run_1/m1.png
Supply wires on this layer in grey.
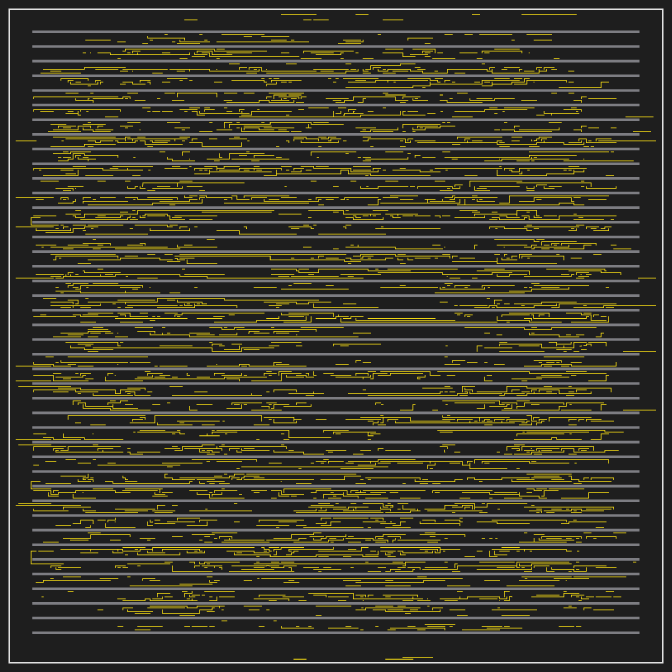
run_1/class_map.png
Scale bar: 20 um. Fill, decap, tap and diode cells in grey.
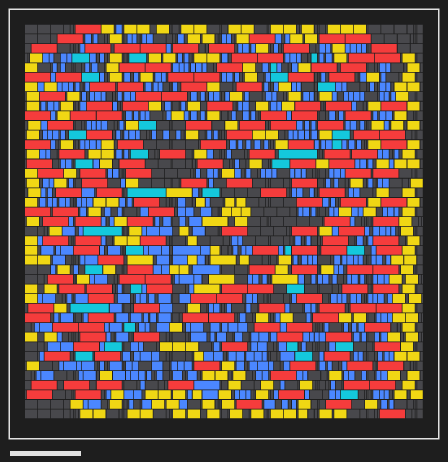
run_1/m4.png
Scale bar: 20 um. Supply wires on this layer in grey.
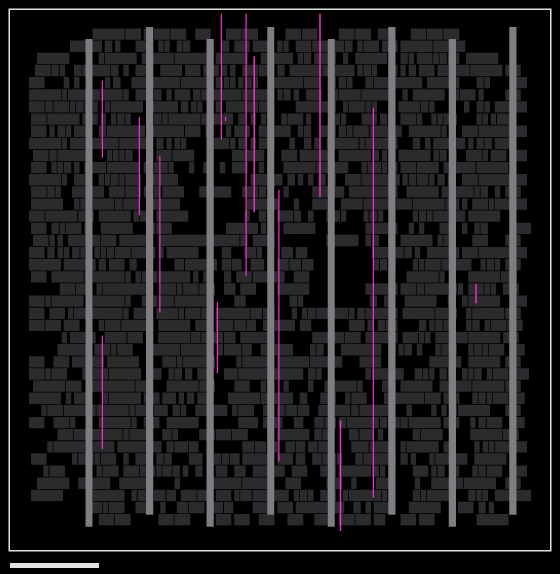
`config.mk`:
```
export PLATFORM = sky130hd
export DESIGN_NAME = mcu_el2_lsu_trigger_ctl
export DESIGN_NICKNAME = d
export VERILOG_FILES = /design/src/rtl/mcu_el2_lsu_trigger_ctl.sv
export SDC_FILE = /design/constraint.sdc
export NUM_CORES = 1
export LEC_CHECK = 0
export ABC_CLOCK_PERIOD_IN_PS = 2400
export CORE_MARGIN = 4
export CORE_UTILIZATION = 50
export CTS_BUF_LIST = sky130_fd_sc_hd__clkbuf_4 sky130_fd_sc_hd__clkbuf_8
export DETAILED_ROUTE_END_ITERATION = 16
export PLACE_DENSITY_LB_ADDON = 0.25
export SYNTH_ARGS = -nofsm -noshare
export SYNTH_HDL_FRONTEND = slang
export SYNTH_SLANG_ARGS = --single-unit
```
`constraint.sdc`:
```
create_clock -name clk -period 2.4 [get_ports clk]
set_input_delay 0.36 -clock clk [delete_from_list [all_inputs] [get_ports clk]]
set_output_delay 0.36 -clock clk [all_outputs]
set_load 0.02 [all_outputs]
```
`src/rtl/mcu_el2_lsu_trigger_ctl.sv`:
```
// mcu_el2_lsu_trigger_ctl
//   Control side of four LSU debug triggers: holds the per-trigger tdata1/tdata2
//   configuration, qualifies the raw datapath matches (including pairwise
//   chaining 0+1 and 2+3), records hit bits and raises a single action request
//   that is held until acknowledged. Fires that arrive while a request is
//   outstanding are dropped and counted.
//
// Ports
//   clk, rst                  clock, synchronous active-high reset
//   csr_wr_*                  CSR write channel (idx = trigger, sel 0=tdata1 1=tdata2)
//   dbg_mode                  core is in debug mode (gates dmode-protected triggers)
//   lsu_valid_m, flush_m      M-stage op qualifiers
//   lsu_trigger_match_m       raw per-trigger match from the datapath
//   trig_m/load/store/select/match, trig_tdata2   config driven to the datapath
//   trig_hit                  tdata1 hit bits
//   trig_action_req/halt/ack  action handshake (halt=1 debug halt, 0 breakpoint)
//   trig_missed_cnt           saturating count of fires dropped during a request
//
// State | meaning
// IDLE  | no request outstanding, CSR writes accepted, fires recorded as hits
// REQ   | action request raised, waiting for ack; fires counted as missed

module mcu_el2_lsu_trigger_ctl (
  input  logic         clk,
  input  logic         rst,
  input  logic         csr_wr_valid,
  output logic         csr_wr_ready,
  input  logic [1:0]   csr_wr_idx,
  input  logic         csr_wr_sel,
  input  logic [31:0]  csr_wr_data,
  input  logic         dbg_mode,
  input  logic         lsu_valid_m,
  input  logic         flush_m,
  input  logic [3:0]   lsu_trigger_match_m,
  output logic [3:0]   trig_m,
  output logic [3:0]   trig_load,
  output logic [3:0]   trig_store,
  output logic [3:0]   trig_select,
  output logic [3:0]   trig_match,
  output logic [127:0] trig_tdata2,
  output logic [3:0]   trig_hit,
  output logic         trig_action_req,
  output logic         trig_action_halt,
  input  logic         trig_action_ack,
  output logic [7:0]   trig_missed_cnt
);

  typedef enum logic {IDLE, REQ} state_t;

  state_t      state, state_nxt;
  logic [1:0]  chain_q;       // [0] = trigger 0, [1] = trigger 2
  logic [3:0]  action_q;
  logic [3:0]  dmode_q;
  logic [3:0]  wr_dec;
  logic        wr_blocked;
  logic        wr_en;
  logic [3:0]  wr_t1;
  logic [3:0]  wr_t2;
  logic [3:0]  raw_fire;
  logic [3:0]  fire;
  logic [3:0]  hit_set;
  logic        any_fire;
  logic        unused_data;

  assign csr_wr_ready    = (state == IDLE);
  assign trig_action_req = (state == REQ);

  // A write to a dmode-owned trigger from outside debug mode is accepted
  // on the handshake but leaves the trigger untouched.
  assign wr_dec     = 4'b0001 << csr_wr_idx;
  assign wr_blocked = dmode_q[csr_wr_idx] & ~dbg_mode;
  assign wr_en      = csr_wr_valid & csr_wr_ready & ~wr_blocked;
  assign wr_t1      = {4{wr_en & ~csr_wr_sel}} & wr_dec;
  assign wr_t2      = {4{wr_en &  csr_wr_sel}} & wr_dec;

  // Fire qualification uses the config as it stands before any same-cycle write.
  assign raw_fire = {4{lsu_valid_m & ~flush_m}} & lsu_trigger_match_m & trig_m;

  always_comb begin
    fire = raw_fire;
    if (chain_q[0]) fire[1:0] = {2{&raw_fire[1:0]}};
    if (chain_q[1]) fire[3:2] = {2{&raw_fire[3:2]}};
  end

  assign any_fire = |fire;
  assign hit_set  = (state == IDLE) ? fire : 4'b0000;

  always_ff @(posedge clk) begin
    if (rst) begin
      trig_load   <= '0;
      trig_store  <= '0;
      trig_m      <= '0;
      trig_match  <= '0;
      trig_select <= '0;
      trig_hit    <= '0;
      action_q    <= '0;
      dmode_q     <= '0;
      chain_q     <= '0;
      trig_tdata2 <= '0;
    end else begin
      for (int i = 0; i < 4; i++) begin
        if (wr_t1[i]) begin
          trig_load[i]   <= csr_wr_data[0];
          trig_store[i]  <= csr_wr_data[1];
          trig_m[i]      <= csr_wr_data[6];
          trig_match[i]  <= csr_wr_data[7];
          action_q[i]    <= csr_wr_data[12];
          trig_select[i] <= csr_wr_data[19];
          dmode_q[i]     <= csr_wr_data[27] & dbg_mode;
          // a same-cycle fire wins over a written hit=0
          trig_hit[i]    <= csr_wr_data[20] | hit_set[i];
        end else if (hit_set[i]) begin
          trig_hit[i]    <= 1'b1;
        end
        if (wr_t2[i]) trig_tdata2[32*i +: 32] <= csr_wr_data;
      end
      if (wr_t1[0]) chain_q[0] <= csr_wr_data[11];
      if (wr_t1[2]) chain_q[1] <= csr_wr_data[11];
    end
  end

  always_ff @(posedge clk) begin
    if (rst) state <= IDLE;
    else     state <= state_nxt;
  end

  always_comb begin
    state_nxt = state;
    case (state)
      IDLE:    if (any_fire)        state_nxt = REQ;
      REQ:     if (trig_action_ack) state_nxt = IDLE;
      default:                      state_nxt = IDLE;
    endcase
  end

  always_ff @(posedge clk) begin
    if (rst) begin
      trig_action_halt <= 1'b0;
      trig_missed_cnt  <= '0;
    end else begin
      if (state == IDLE && any_fire)
        trig_action_halt <= |(fire & action_q);
      else if (state == REQ && trig_action_ack)
        trig_action_halt <= 1'b0;
      if (state == REQ && any_fire && trig_missed_cnt != 8'hFF)
        trig_missed_cnt <= trig_missed_cnt + 8'd1;
    end
  end

  assign unused_data = ^{csr_wr_data[31:28], csr_wr_data[26:21], csr_wr_data[18:13],
                         csr_wr_data[10:8], csr_wr_data[5:2]};

endmodule

```
==> metrics.yaml, run 1 <==
avgSynthCellArea_um2: 8.28
drtAntennaViolNets: 0
finalHoldViolCount: 0
track_usage_pct: 25.2
area_growth_pct: 43.1
clk_latency_ns: 0.45
finalClockPeriodUsage_pct: 81.1
clockBufferDepth: 2
whs_endpoint: "chain_q[0]$_SDFFE_PP0P_"
die_area_um2: 14600
synth-edff-count: 0
first_pass_iters: 5
top_area_cell: "dfxtp_1"
outcome: "completed"
netlist_area_um2: 6380
endpoint: "trig_missed_cnt[0]"
synth-seq-area-share_pct: 53.9
lay_top_count: "nand2_1"
relSlewSlack_pct: 52.9
r2r-end: "trig_missed_cnt[2]$_SDFFE_PP0P_"
fp.dieW_um: 121
ys_seq_elements: 172
antenna_found_initial: 0
synthMuxAreaShare_pct: 5.66
logic_family: "simple AND/OR/NAND/NOR gates"
vdd_drop_max_mv: 0.475
placed_cell_area_um2: 8680
cp.required_ns: 2.04
crit_buf_inv: 1
cts_buffers: 17
grt_pass1_vias: 5689
drv_cap: 0
clock_skew_ns: 0.0103
vias_per_cell: 5.16
synthArstFlopShare_pct: 0
clkSlewWorstSetupHoldPaths_ns: 0.08
dpl_worst_slack_ns: 0.172
ys_sh_xor_pct: 0.137
hold_start: "rst"
end_kind: "output port"
critPathTopFamily: "buffers and inverters"
hold_class: "primary input to flop"
syn-num-nets: 818
final.setup.tns_ns: 0
warning_count: 26
cts_root_buf: "clkbuf_8"
cp_max_fo: 6
cts_setup_buffers: 0
drt_iter0_markers: 497
startpoint_type: "flop"
port-buffer-count: 208
cts_resized: 0
p_total_w: 0.00573
final.setup.worst_slack_ns: 0.454
wire_per_inst_um: 16.1
hold_depth: 2
grt_overflow: 0
diodes: 0
ys_cells: 771
rr_worst_depth: 5
critPathLaunch: "trig_missed_cnt[0]$_SDFFE_PP0P_"
drive_above_1_share_pct: 6.67
ys_area_um2: 6380
top_cells_by_area: "dfxtp_1, nand2_1, a21oi_1"
design_area_um2: 9140
synthDominantCellAreaShare_pct: 53.9
finalCriticalPeriod_ns: 1.95
crit_chain: "clkdlybuf4s50_1"
finalWeightedCongestion: 0.835
num_rows: 41
fp_util_pct: 50.8
ys.flop_type: "dfxtp_1"
worstMarginPinSlew_ns: 0.702
ys.warnings.count: 0
adder_share_pct: 0.196
rsz0062_at_grt: "no"
dieHeight_um: 121
cpPeakStageDelay_ns: 0.68
hpwl_mm: 12.8
power_density_nw_per_um2: 628
coreArea_um2: 12600
rr_startpoint: "trig_m[3]$_SDFFE_PP0P_"
fmax_mhz: 514
synth-simple-area-share_pct: 22.9
grt_pass1_wl_mm: 29.3
p_leak_nw: 3.14
cts_sinks: 172
ys_sh_aoi_pct: 12.9
cts.htree.levels: 4
ys_types: 44
io_pins: 209
path_class: "flop to output port"
path_depth: 1
route.detailed.drc: 0
syn_inst: 771
grt_max_degree: 58
setup_violations: 0
slowest_stage: "clkdlybuf4s50_1"
layout_top_cells: "nand2_1, clkdlybuf4s50_1, dfxtp_1, a21oi_1, mux2i_1"
cts_tree: "done"
final_net_count: 1009
slew_violations: 0
crit_arrival_ns: 1.59
hold_buffers: 0
r2r_slack_ns: 0.59
Back to the opening pictures, m1.png:
nets with wire on the layer: 910
main direction: horizontal
longest straight run: 37.3 um
share of all routed wire: 42%

Back to the opening pictures, class_map.png:
| class | colour | cells |
|---|---|---|
| registers | red | 172 |
| remaining buffers and delay cells | yellow | 230 |
| remaining logic cells | blue | 541 |
| clock drivers and dummy loads | cyan | 32 |

Back to the opening pictures, m4.png:
nets with wire on the layer: 11
main direction: vertical
wire length on this layer: 453 um
Post-Route WL: 18.5 mm
vias: 5924

-- run 1: state kept, by name (all words and copies together), names as in the netlist, 2 cells and up --
signal,cells
trig_hit,4
chain_q,2
trig_m,4
trig_tdata2,128
trig_match,4
trig_select,4
action_q,4
trig_store,4
trig_load,4
dmode_q,4
trig_missed_cnt,8
-- run 1: area by class of cell --
class	instances	area, um2
clock buffer	22	297
timing repair buffer	230	2330
multi-input combinational	538	2680
sequential	172	3440
fill	970	3430
tap	172	215
inverter	3	11.3
clock inverter	10	161
-- run 1: Yosys cell counts, types with 2 or more instances --
master,n
a21oi_1,142
a22oi_1,2
and2_1,5
and4b_1,2
buf_2,20
buf_6,3
clkbuf_1,34
dfxtp_1,172
inv_1,2
mux2i_1,35
nand2_1,265
nand2b_1,2
nand3_1,4
nand4_1,7
nor2_1,35
nor2b_1,5
o22ai_1,2
o31ai_1,4
or4_1,5
-- run 1: stage by stage --
step | instances | utilization (%) | hold WS (ns)
2_1_floorplan | 771 | - | 0.452
3_3_place_gp | 1115 | 69.0 | 0.441
3_5_place_dp | 1115 | 69.0 | 0.446
4_1_cts | 1147 | 72.7 | 0.330
5_1_grt | 1147 | 72.7 | 0.362
6_report | 1147 | 72.7 | 0.357
-- run 1: power by group --
part	internal [W]	total, W	leakage (nW)	switching, W
registers	0.00291	0.00294	1.39	0.0000306
clock network	0.00126	0.00226	0.236	0.00100
logic	0.000234	0.000534	1.52	0.000300
-- run 1: per-layer routing --
layer	routed length (um)	global-route usage, %	vias up
li1	-	-	2922
met1	7660	30.2	2775
met2	8760	41.6	192
met3	1580	8.39	35
met4	452	10.1	0
met5	0	0	-
run_1/util_map.png
12 x 12 tiles, from white (low) to dark blue (high), 0 to 100% covered.
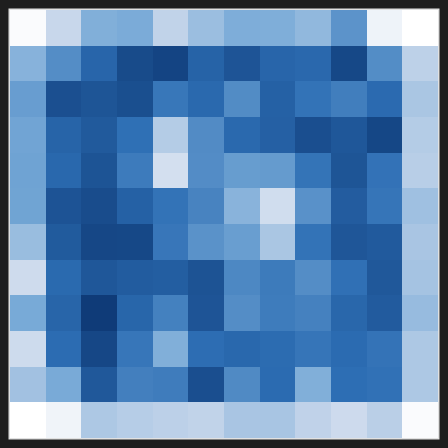

==> run 2, diff against run 1 <==
- ABC_CLOCK_PERIOD_IN_PS: 2400 -> 2000
- CORE_UTILIZATION: 50 -> 47
- clock period: 2.4 -> 2 ns (I/O delays scaled with it)
run_2/util_map.png
12 x 12 tiles, from white (low) to dark blue (high), 0 to 100% covered.
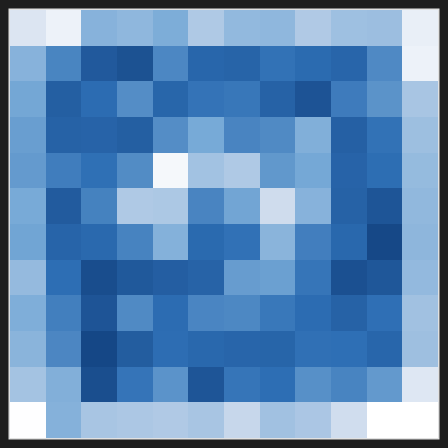
fullest tile: 91%
nearly empty tiles: 2.1%
mean over tiles: 59%
fp_density: 48.0%
Util after Layout: 70.0%
core area: 13300 um2

run_2/m1.png
Supply wires on this layer in grey.
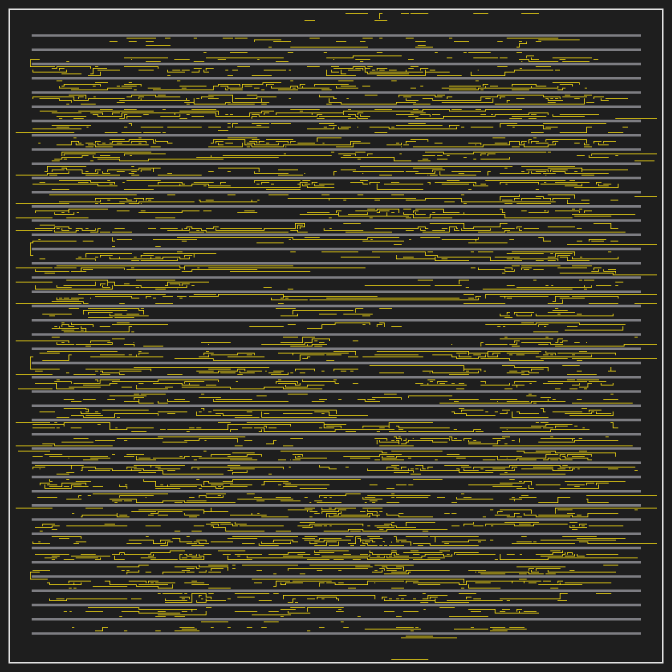
main direction: horizontal
share of all routed wire: 43%
nets with wire on the layer: 926
longest straight run: 40.5 um
wire length on this layer: 8000 um

==> metrics.yaml, run 2 <==
wl_met2_mm: 8.91  # +1.7%
power_density_nw_per_um2: 730  # +16%
cts_root_buf: "clkbuf_8"
drive_above_1_share_pct: 8.45  # +1.8 points
vdd_drop_max_mv: 0.432  # -9.0%
final_net_count: 1028  # +1.9%
ys.flop_type: "dfxtp_1"
largest_reg_flops: 128  # unchanged
wire_per_inst_um: 16.1  # about the same
diodes: 0  # unchanged
logic_family: "simple AND/OR/NAND/NOR gates"
adder_share_pct: 0.196  # unchanged
finalCriticalPeriod_ns: 1.88
ys.warnings.count: 0  # unchanged
synthArstFlopShare_pct: 0  # unchanged
hold_start: "rst"
clockBufferDepth: 2  # unchanged
layout_top_cells: "nand2_1, clkdlybuf4s50_1, dfxtp_1, a21oi_1, mux2i_1"
ys_seq_elements: 172  # unchanged
end_kind: "output port"
grt_overflow: 0  # unchanged
syn-num-nets: 818  # unchanged
crit_buf_inv: 2  # +1
cts_sinks: 172  # unchanged
top_area_cell: "dfxtp_1"
finalHoldViolCount: 0  # unchanged
vias: 5989  # +1.1%
path_depth: 2  # +1
drt_iter0_markers: 415  # -16%
p_total_w: 0.00679  # +18%
final.setup.worst_slack_ns: 0.117  # -0.336 ns
outcome: "completed"
grt_max_degree: 70  # +21%
wirelength_mm: 18.8  # +1.9%
num_rows: 42  # +2.4%
syn_inst: 771  # unchanged
startpoint_type: "flop"
cts_tree: "done"
route.detailed.drc: 0  # unchanged
worstMarginPinSlew_ns: 0.511  # -0.191 ns
vias_per_cell: 5.12  # -0.89%
fillCellCount: 1074  # +11%
dieHeight_um: 125  # +2.9%
path_class: "flop to output port"
ys_sh_aoi_pct: 12.9  # unchanged
cpPeakStageDelay_ns: 0.62  # -0.06 ns
first_pass_iters: 4  # -1
layout.area.comb_um2: 2680  # unchanged
ys_types: 44  # unchanged
whs_endpoint: "trig_missed_cnt[1]$_SDFFE_PP0P_"
cts.htree.levels: 4  # unchanged
clock_skew_ns: 0.00803  # -0.00224 ns
synthDominantCellAreaShare_pct: 53.9  # unchanged
finalWeightedCongestion: 0.828  # -0.74%
clk_latency_ns: 0.46  # about the same
reg_top3: "trig_tdata2 (128), trig_missed_cnt (8)"
cp.required_ns: 1.70  # -0.34 ns
ys_area_um2: 6380  # unchanged
clkSlewWorstSetupHoldPaths_ns: 0.08  # about the same
drv_cap: 0  # unchanged
slowest_stage: "clkdlybuf4s50_1"
slew_violations: 0  # unchanged
ys_cells: 771  # unchanged
hold_depth: 2  # unchanged
crit_arrival_ns: 1.58  # about the same
cp_max_fo: 12  # +6
r2r-end: "trig_missed_cnt[2]$_SDFFE_PP0P_"
avgSynthCellArea_um2: 8.28  # unchanged
dpl_worst_slack_ns: -0.109  # -0.281 ns
critPathTopFamily: "buffers and inverters"
top_layer: "met4"
final_cells: 1170  # +2.0%
use_met2_pct: 38.8  # -2.8 points
fp.dieW_um: 125  # +2.9%
rsz0062_at_grt: "no"
grt_pass1_wl_mm: 29.9  # +2.0%
lay_top_count: "nand2_1"
grt_pass1_vias: 5792  # +1.8%
warning_count: 26  # unchanged
synth-edff-count: 0  # unchanged
regMostFlops: "trig_tdata2"
cts_buffers: 17  # unchanged
synth-seq-area-share_pct: 53.9  # unchanged
drtAntennaViolNets: 0  # unchanged
rr_worst_depth: 6  # +1
whs_ns: 0.287  # -0.0703 ns
top_cells_by_area: "dfxtp_1, nand2_1, a21oi_1"
relSlewSlack_pct: 65.8  # +13 points
dr_wl_met3_mm: 1.41  # -11%
common_cells: "nand2_1, dfxtp_1, a21oi_1, mux2i_1, nor2_1"
netlist_area_um2: 6380  # unchanged
wl_met1_mm: 8.00  # +4.5%
finalClockPeriodUsage_pct: 94.1
ys_sh_xor_pct: 0.137  # unchanged
die_area_um2: 15500  # +6.0%
synth-simple-area-share_pct: 22.9  # unchanged
r2r_slack_ns: 0.23  # -0.36 ns
port-buffer-count: 208  # unchanged
io_pins: 209  # unchanged
most_common_cell: "nand2_1"
dp.cells: 1138  # +2.1%
hpwl_mm: 13.2  # +2.5%
fmax_mhz: 531
p_leak_nw: 3.22  # +2.6%
crit_chain: "buf_4 -> clkdlybuf4s50_1"
rr_startpoint: "trig_m[3]$_SDFFE_PP0P_"
final-seq-area_um2: 3440  # unchanged
hold_class: "primary input to flop"
synthMuxAreaShare_pct: 5.66  # unchanged
area_growth_pct: 45.8
antenna_found_initial: 0  # unchanged
setup_violations: 0  # unchanged
run_2/congestion_map.png
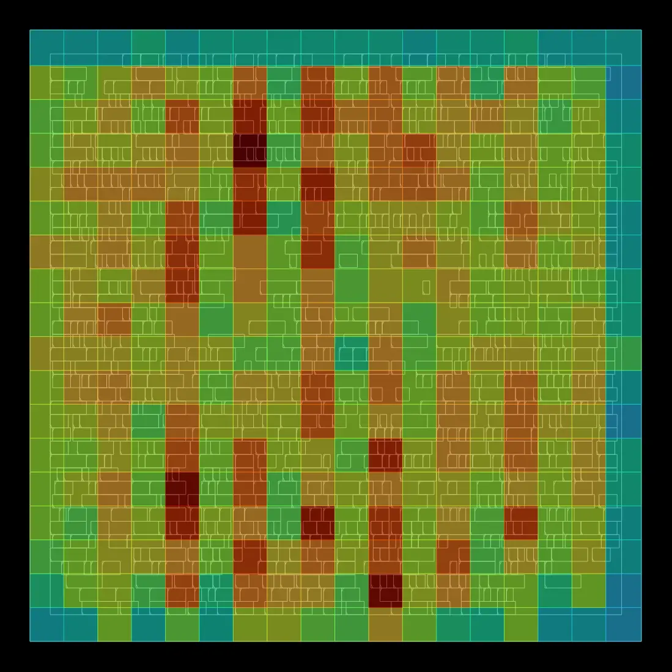
most crowded layer after global routing: met2
met1 usage: 28.7%
GRT Total Usage: 23.7%
met3 Usage GRT: 8.06%

[run 2: cell types whose count changed in the layout (fill, tap and decap cells not counted), sizes merged]
cell,previous run,this run
clkinv,6,2
bufinv,4,3
clkinvlp,0,3
clkdlybuf4s50,207,206
inv,3,4
buf,23,42
clkbuf,22,23
dlygate4sd2,0,1
[run 2: worst max path at each step]
stage                                    startpoint                              end  slack, ns
detailed placement           lsu_trigger_match_m[2]  trig_missed_cnt[2]$_SDFFE_PP0P_      -0.11
CTS                      trig_action_req$_SDFF_PP0_                  trig_action_req       0.09
finish                   trig_action_req$_SDFF_PP0_                  trig_action_req       0.12
global placement                      csr_wr_idx[0]         trig_hit[0]$_SDFFE_PP0P_      -0.09
global route        trig_missed_cnt[0]$_SDFFE_PP0P_               trig_missed_cnt[0]       0.04
floorplan                    trig_m[3]$_SDFFE_PP0P_  trig_missed_cnt[5]$_SDFFE_PP0P_       0.26
[run 2: area by class of cell]
class	count	share of cell area, %
Sequential cell	172	37.0
Multi-Input combinational cell	538	28.8
Timing Repair Buffer	249	27.1
Clock buffer	23	3.20
Tap cell	176	2.37
Clock inverter	9	1.45
Inverter	3	0.121
[run 2: what timing repair did]
item                                    in CTS  in global routing
endpoints found under the hold margin        0                  0
hold buffers                                 0                  0
resized                                      1                  0
buffers inserted                             0                  0
endpoints found under the setup margin       1                  0
[run 2: stage by stage]
step / TNS, ns / instance area [um2] / utilization [%]
after floorplan: 0 / 6380 / -
after global placement: -2.67 / 8880 / 66.8
after detailed placement: -5.50 / 8880 / 66.8
after CTS: 0 / 9310 / 70.0
after global routing: 0 / 9310 / 70.0
final: 0 / 9310 / 70.0
[run 2: power breakdown]
group / switching (W) / internal (W)
Combinational: 0.000368 / 0.000301
Clock: 0.00122 / 0.00138
Sequential: 0.0000362 / 0.00349
Total: 0.00162 / 0.00517
==> run 3, diff against run 2 <==
- CTS_CLUSTER_DIAMETER: default -> 40
run_3/util_map.png
12 x 12 tiles, from white (low) to dark blue (high), 0 to 100% covered.
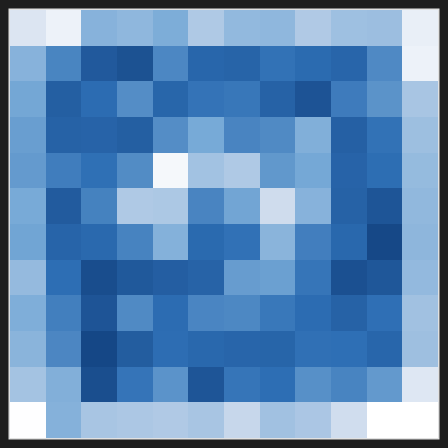

run_3/m1.png
Supply wires on this layer in grey.
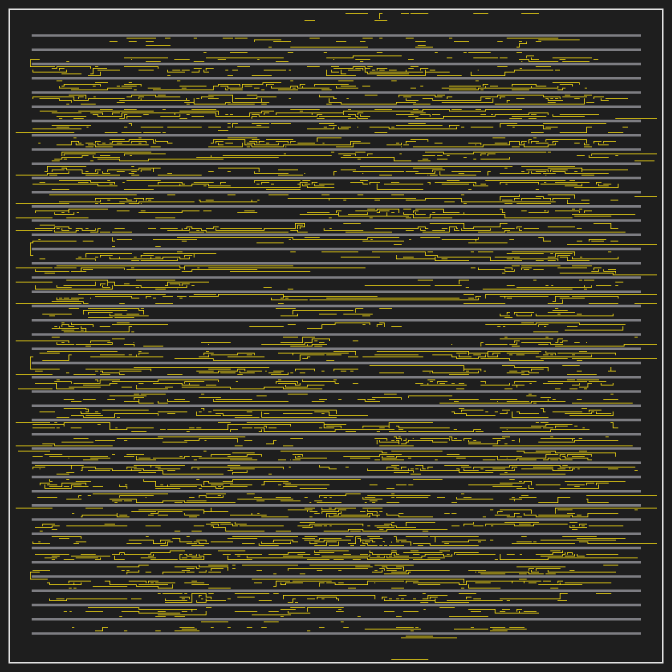
wire length on this layer: 8000 um
nets with wire on the layer: 926
main direction: horizontal
Post-Route WL: 18.8 mm
vias: 5989

==> metrics.yaml, run 3 <==
outcome: "completed"
critPathTopFamily: "buffers and inverters"
cp_max_fo: 12  # unchanged
hold_class: "primary input to flop"
slew_violations: 0  # unchanged
setup_violations: 0  # unchanged
vias_per_cell: 5.12  # unchanged
route.detailed.drc: 0  # unchanged
cp.required_ns: 1.70  # about the same
ys_cells: 771  # unchanged
power.internal_w: 0.00517  # unchanged
largest_reg_flops: 128  # unchanged
clkPwrFrac_pct: 38.2  # about the same
area_growth_pct: 45.8  # unchanged
diodes: 0  # unchanged
finalWeightedCongestion: 0.828  # unchanged
hold_start: "rst"
switchingPower_w: 0.00162  # unchanged
final.setup.tns_ns: 0  # unchanged
warning_count: 26  # unchanged
die_area_um2: 15500  # unchanged
crit_arrival_ns: 1.58  # about the same
slowest_stage: "clkdlybuf4s50_1"
r2r_slack_ns: 0.23  # about the same
end_kind: "output port"
clk_latency_ns: 0.46  # about the same
grt_pass1_wl_mm: 29.9  # unchanged
ys_types: 44  # unchanged
finalClockPeriodUsage_pct: 94.1  # unchanged
antenna_found_initial: 0  # unchanged
crit_buf_inv: 2  # unchanged
r2r-end: "trig_missed_cnt[2]$_SDFFE_PP0P_"
critPathLaunch: "trig_action_req$_SDFF_PP0_"
crit_chain: "buf_4 -> clkdlybuf4s50_1"
lay_top_count: "nand2_1"
rsz0062_at_grt: "no"
path_depth: 2  # unchanged
fmax_mhz: 531  # unchanged
reg_top3: "trig_tdata2 (128), trig_missed_cnt (8)"
track_usage_pct: 23.7  # unchanged
hold_buffers: 0  # unchanged
dieHeight_um: 125  # unchanged
switching_share_pct: 23.9  # unchanged
io_pins: 209  # unchanged
whs_endpoint: "trig_missed_cnt[1]$_SDFFE_PP0P_"
clock_skew_ns: 0.00803  # unchanged
port-buffer-count: 208  # unchanged
p_leak_nw: 3.22  # unchanged
ys.warnings.count: 0  # unchanged
most_common_cell: "nand2_1"
cts_sinks: 172  # unchanged
seq_power_share_pct: 51.9  # about the same
regMostFlops: "trig_tdata2"
clkSlewWorstSetupHoldPaths_ns: 0.08  # about the same
vdd_drop_max_mv: 0.432  # unchanged
drtAntennaViolNets: 0  # unchanged
finalCriticalPeriod_ns: 1.88  # unchanged
worstMarginPinSlew_ns: 0.511  # unchanged
coreArea_um2: 13300  # unchanged
wire_per_inst_um: 16.1  # unchanged
ys_seq_elements: 172  # unchanged
rr_worst_depth: 6  # unchanged
num_rows: 42  # unchanged
cts_root_buf: "clkbuf_8"
path_class: "flop to output port"
layout_top_cells: "nand2_1, clkdlybuf4s50_1, dfxtp_1, a21oi_1, mux2i_1"
cts_buffers: 17  # unchanged
cts.htree.levels: 4  # unchanged
common_cells: "nand2_1, dfxtp_1, a21oi_1, mux2i_1, nor2_1"
top_cells_by_area: "dfxtp_1, nand2_1, a21oi_1"
whs_ns: 0.287  # unchanged
syn_inst: 771  # unchanged
final_net_count: 1028  # unchanged
startpoint_type: "flop"
drive_above_1_share_pct: 8.45  # unchanged
grt_overflow: 0  # unchanged
finalHoldViolCount: 0  # unchanged
grt_max_degree: 70  # unchanged
relSlewSlack_pct: 65.8  # unchanged
avgSynthCellArea_um2: 8.28  # unchanged
power_density_nw_per_um2: 730  # unchanged
synth-edff-count: 0  # unchanged
fp.dieW_um: 125  # unchanged
fin_util_pct: 70.0  # unchanged
grt_pass1_vias: 5792  # unchanged
top_area_cell: "dfxtp_1"
run_3/class_map.png
Scale bar: 20 um. Fill, decap, tap and diode cells in grey.
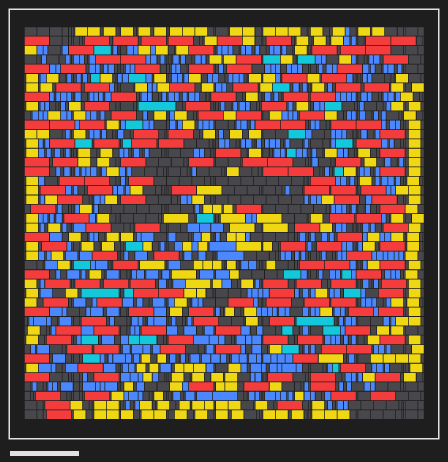
| class | colour | cells |
|---|---|---|
| registers | red | 172 |
| remaining buffers and delay cells | yellow | 249 |
| clock drivers and dummy loads | cyan | 32 |
| remaining logic cells | blue | 541 |

[run 3: metrics by stage]
step                      total power [W]  cell area, um2  instances  setup slack (ns)
after CTS                         0.00685            9310       1170            0.0892
after global placement            0.00427            8880       1138           -0.0855
after floorplan                   0.00391            6380        771             0.260
after global routing              0.00703            9310       1170            0.0375
final                             0.00679            9310       1170             0.117
after detailed placement          0.00428            8880       1138            -0.109
[run 3: logic make-up after synthesis]
kind of cell / synth area share, %
simple gates: 22.9
xor+xnor: 0.137
fa+ha+maj: 0.196
buf+inv: 4.33
mux: 5.66
compound gates: 12.9
flops: 53.9
[run 3: final cells by class]
type,instances,area [um2]
clock inverter,9,135
inverter,3,11.3
clock buffer,23,298
multi-input combinational,538,2680
tap,176,220
fill,1074,3990
timing repair buffer,249,2520
sequential,172,3440
[run 3: power groups by stage]
stage               logic (W)  clock network (W)  registers, W
finish               0.000669            0.00260       0.00353
floorplan            0.000221                  0       0.00368
CTS                  0.000672            0.00265       0.00353
global placement     0.000666                  0       0.00361
detailed placement   0.000670                  0       0.00361
global route         0.000715            0.00278       0.00354
[run 3: worst max-delay path by stage]
stage                                       to  slack (ns)
2_1_floorplan  trig_missed_cnt[5]$_SDFFE_PP0P_        0.26
3_3_place_gp          trig_hit[0]$_SDFFE_PP0P_       -0.09
3_5_place_dp   trig_missed_cnt[2]$_SDFFE_PP0P_       -0.11
4_1_cts                        trig_action_req        0.09
5_1_grt                     trig_missed_cnt[0]        0.04
6_report                       trig_action_req        0.12
[run 3: metal layers]
layer | wire [um] | global-route usage, %
met1 | 8000 | 28.7
met2 | 8910 | 38.8
met3 | 1410 | 8.06
met4 | 493 | 9.22
met5 | 0 | 0
[run 3: repair_timing]
item / CTS / global route
gates resized: 1 / 0
endpoints found under the setup margin: 1 / 0
setup buffers: 0 / 0
Power figures rest on the tool's default switching activity, not on a simulated workload.
